[config.mk]
export PLATFORM = sky130hd
export DESIGN_NAME = timer_counter_flat
export DESIGN_NICKNAME = d
export VERILOG_FILES = /design/src/rtl/timer_counter_pkg.sv /design/src/rtl/timer_counter_if.sv /design/src/rtl/timer_counter.sv /design/src/flat_wrapper.sv
export SDC_FILE = /design/constraint.sdc
export NUM_CORES = 1
export LEC_CHECK = 0
export ABC_AREA = 1
export CAP_MARGIN = 25
export CORE_UTILIZATION = 38
export CTS_CLUSTER_DIAMETER = 50
export DETAILED_ROUTE_END_ITERATION = 10
export SLEW_MARGIN = 20
export SYNTH_ARGS = -nofsm -noshare
export SYNTH_HDL_FRONTEND = slang
export SYNTH_SLANG_ARGS = --single-unit
[constraint.sdc]
create_clock -name clk -period 5.78 [get_ports clk]
set_input_delay 0.867 -clock clk [delete_from_list [all_inputs] [get_ports clk]]
set_output_delay 0.867 -clock clk [all_outputs]
set_load 0.02 [all_outputs]
[src/rtl/timer_counter_pkg.sv]
// Shared constants for the memory-mapped timer: register offsets, FSM state
// codes, mode encodings and CTRL bit positions.
package timer_counter_pkg;

  localparam logic [1:0] TC_CTRL   = 2'd0;
  localparam logic [1:0] TC_PRESET = 2'd1;
  localparam logic [1:0] TC_COUNT  = 2'd2;

  typedef enum logic [1:0] {
    TC_IDLE = 2'd0,
    TC_LOAD = 2'd1,
    TC_CNT  = 2'd2,
    TC_INT  = 2'd3
  } tc_state_e;

  localparam logic [1:0] TC_MODE_ONESHOT = 2'b00;
  localparam logic [1:0] TC_MODE_RELOAD  = 2'b01;

  localparam int TC_EN      = 0;
  localparam int TC_MODE_LO = 1;
  localparam int TC_MODE_HI = 2;
  localparam int TC_IM      = 3;

endpackage

[src/rtl/timer_counter_if.sv]
// Bridge-side bus of the timer: word select, write strobe, data in/out, and
// the interrupt line toward cp0.
interface timer_counter_if;
  logic [1:0]  addr;
  logic        we;
  logic [31:0] din;
  logic [31:0] dout;
  logic        irq;

  modport master (output addr, output we, output din, input dout, input irq);
  modport slave  (input addr, input we, input din, output dout, output irq);
endinterface

[src/rtl/timer_counter.sv]
// Programmable down-counter with one-shot / auto-reload modes; raises a
// registered interrupt request when the count expires.
module timer_counter
  import timer_counter_pkg::*;
#(
  parameter int CNT_W  = 32,
  parameter bit IM_RST = 1'b0
) (
  input logic              clk,
  input logic              reset,
  timer_counter_if.slave   bus
);

  tc_state_e        state_reg, state_next;
  logic             en_reg, en_next;
  logic [1:0]       mode_reg, mode_next;
  logic             im_reg, im_next;
  logic [CNT_W-1:0] preset_reg, preset_next;
  logic [CNT_W-1:0] count_reg, count_next;
  logic             irq_flag_reg, irq_flag_next;
  logic             ctrl_wr;
  logic             preset_wr;

  assign ctrl_wr   = bus.we && (bus.addr == TC_CTRL);
  assign preset_wr = bus.we && (bus.addr == TC_PRESET);

  always_ff @(posedge clk or posedge reset) begin
    if (reset) begin
      state_reg    <= TC_IDLE;
      en_reg       <= 1'b0;
      mode_reg     <= TC_MODE_ONESHOT;
      im_reg       <= IM_RST;
      preset_reg   <= '0;
      count_reg    <= '0;
      irq_flag_reg <= 1'b0;
    end else begin
      state_reg    <= state_next;
      en_reg       <= en_next;
      mode_reg     <= mode_next;
      im_reg       <= im_next;
      preset_reg   <= preset_next;
      count_reg    <= count_next;
      irq_flag_reg <= irq_flag_next;
    end
  end

  always_comb begin
    state_next    = state_reg;
    en_next       = en_reg;
    mode_next     = mode_reg;
    im_next       = im_reg;
    preset_next   = preset_reg;
    count_next    = count_reg;
    irq_flag_next = irq_flag_reg;

    case (state_reg)
      TC_IDLE: if (en_reg) state_next = TC_LOAD;
      TC_LOAD: begin
        count_next = preset_reg;
        state_next = TC_CNT;
      end
      TC_CNT: begin
        if (!en_reg) begin
          state_next = TC_IDLE;
        end else if (count_reg > CNT_W'(1)) begin
          count_next = count_reg - CNT_W'(1);
        end else begin
          count_next    = '0;
          irq_flag_next = 1'b1;
          state_next    = TC_INT;
        end
      end
      TC_INT: begin
        // Only mode 01 reloads; 10/11 fall back to one-shot behaviour.
        if (mode_reg == TC_MODE_RELOAD) begin
          irq_flag_next = 1'b0;
          state_next    = TC_LOAD;
        end else begin
          en_next    = 1'b0;
          state_next = TC_IDLE;
        end
      end
      default: state_next = TC_IDLE;
    endcase

    if (preset_wr) preset_next = bus.din[CNT_W-1:0];

    // CPU writes to CTRL override the FSM: they acknowledge the interrupt and,
    // with Enable low, park the counter in IDLE with COUNT frozen.
    if (ctrl_wr) begin
      en_next       = bus.din[TC_EN];
      mode_next     = bus.din[TC_MODE_HI:TC_MODE_LO];
      im_next       = bus.din[TC_IM];
      irq_flag_next = 1'b0;
      if (!bus.din[TC_EN]) begin
        state_next = TC_IDLE;
        count_next = count_reg;
      end
    end
  end

  always_comb begin
    bus.dout = 32'd0;
    case (bus.addr)
      TC_CTRL:   bus.dout = {28'd0, im_reg, mode_reg, en_reg};
      TC_PRESET: bus.dout = 32'(preset_reg);
      TC_COUNT:  bus.dout = 32'(count_reg);
      default:   bus.dout = 32'd0;
    endcase
  end

  assign bus.irq = im_reg & irq_flag_reg;

endmodule

[src/flat_wrapper.sv]
// flat-port wrapper written by rule: the top's interface ports become plain ports
module timer_counter_flat import timer_counter_pkg::*;
#(
  parameter int CNT_W  = 32,
  parameter bit IM_RST = 1'b0
)
  (clk, reset, bus_addr, bus_we, bus_din, bus_dout, bus_irq);
  timer_counter_if bus_i ();
  input logic clk;
  input logic reset;
  input wire logic [$bits(bus_i.addr)-1:0] bus_addr;
  input wire logic [$bits(bus_i.we)-1:0] bus_we;
  input wire logic [$bits(bus_i.din)-1:0] bus_din;
  output wire logic [$bits(bus_i.dout)-1:0] bus_dout;
  output wire logic [$bits(bus_i.irq)-1:0] bus_irq;
  assign bus_i.addr = bus_addr;
  assign bus_i.we = bus_we;
  assign bus_i.din = bus_din;
  assign bus_dout = bus_i.dout;
  assign bus_irq = bus_i.irq;
  timer_counter #(.CNT_W(CNT_W), .IM_RST(IM_RST)) u_core (.clk(clk), .reset(reset), .bus(bus_i));
endmodule
pdn.png
Bar = 20 um. Pins as bars on the die edge. Tap cells in gray.
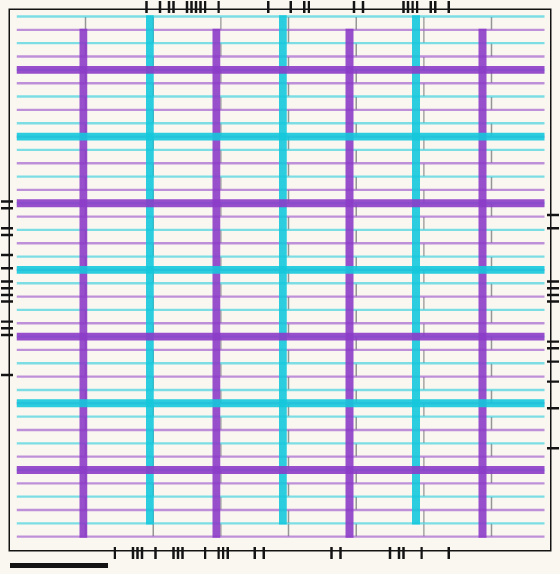
| color | net |
|---|---|
| cyan | VDD |
| purple | VSS |
tap cells: 143
rows: 39
met1 rails: 40
met5 straps: 7
signal pins: 70

registers.png
Bar = 20 um. Other sequential cells in the stronger gray, the rest of the logic in the fainter gray.
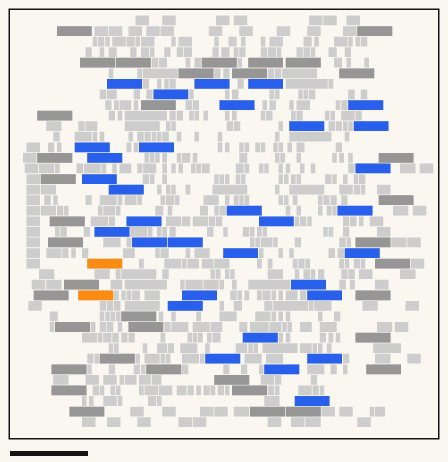
| color | netlist name | placed flops |
|---|---|---|
| blue | `u_core.count_reg` | 32 |
| orange | `u_core.state_reg` | 2 |
not colored: 37
post-layout util: 49.02%
Flop area: 1777 um2
sequential logic power: 0.842 mW
Seq/total area: 31.74%

==> flow_metrics.env <==
# yosys + openroad results
export IMPL_status="finished, final reports clean"
export IMPL_ys_top_logic_family="simple AND/OR/NAND/NOR gates"
export IMPL_num_multi_input_gates=403
export IMPL_clkLatencyLatePin_ns=0.34
export IMPL_rrSetupSlack_ns=3.59
export IMPL_fin_skew_ns=0.008178
export IMPL_start_kind="primary input"
export IMPL_crit_start="bus_addr[0]"
export IMPL_syn_nets=610
export IMPL_min_path_type="flop to flop"
export IMPL_largest_class="combinational gates"
export IMPL_yosys_area_um2=4443
export IMPL_buf_share_pct=12.83
export IMPL_comb_share_pct=40.17
export IMPL_final_common_cell="nand2_1"
export IMPL_inverters=75
export IMPL_gr_total_overflow=0
export IMPL_rsz0062_at_grt="no"
export IMPL_clkPwrFrac_pct=27.6
export IMPL_synth_most_common_cell="nand2_1"
export IMPL_yosysCellCount=571
export IMPL_antenna_found_initial=0
export IMPL_grt_pass1_vias=3889
export IMPL_ys_types=33
export IMPL_clk_path_buf_depth=2
export IMPL_mux_share_pct=4.562
export IMPL_logic_area_um2=2248
export IMPL_cts_made_buffers=9
export IMPL_maxPowerGroup="combinational cells"
export IMPL_seqPwrFrac_pct=31.6
density.png
Bar = 20 um. 11 x 11 tiles, from white (low) to dark blue (high), 0 to 100% covered.
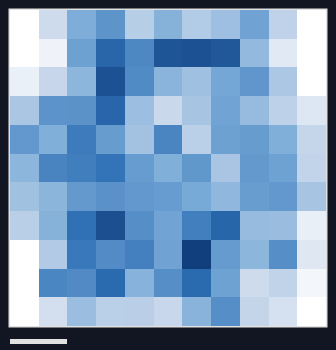
nearly empty tiles: 7.4%
mean over tiles: 45%
tiles over 75% full: 9.1%
FP Util: 38.91%
placeable core area: 11420 um2

[routing by layer]
metal  vias up  GRT usage, %
met5         -             0
met4         0         7.049
met3        15         3.175
met2        86         33.30
met1      1926         28.74
li1       1980             -
[stage by stage]
stage                     total power [mW]  cell area (um2)  hold slack [ns]  instances  util (%)
after floorplan                      1.658             4443           0.4745        571         -
after global placement               1.905             5181           0.4995        762     45.38
final                                2.667             5598           0.5188        779     49.02
after CTS                            2.681             5575           0.5235        778     48.83
after global routing                 2.853             5598           0.5600        779     49.02
after detailed placement             1.931             5181           0.5085        762     45.38
No activity file was given, so power comes from the tool's default toggle rates.
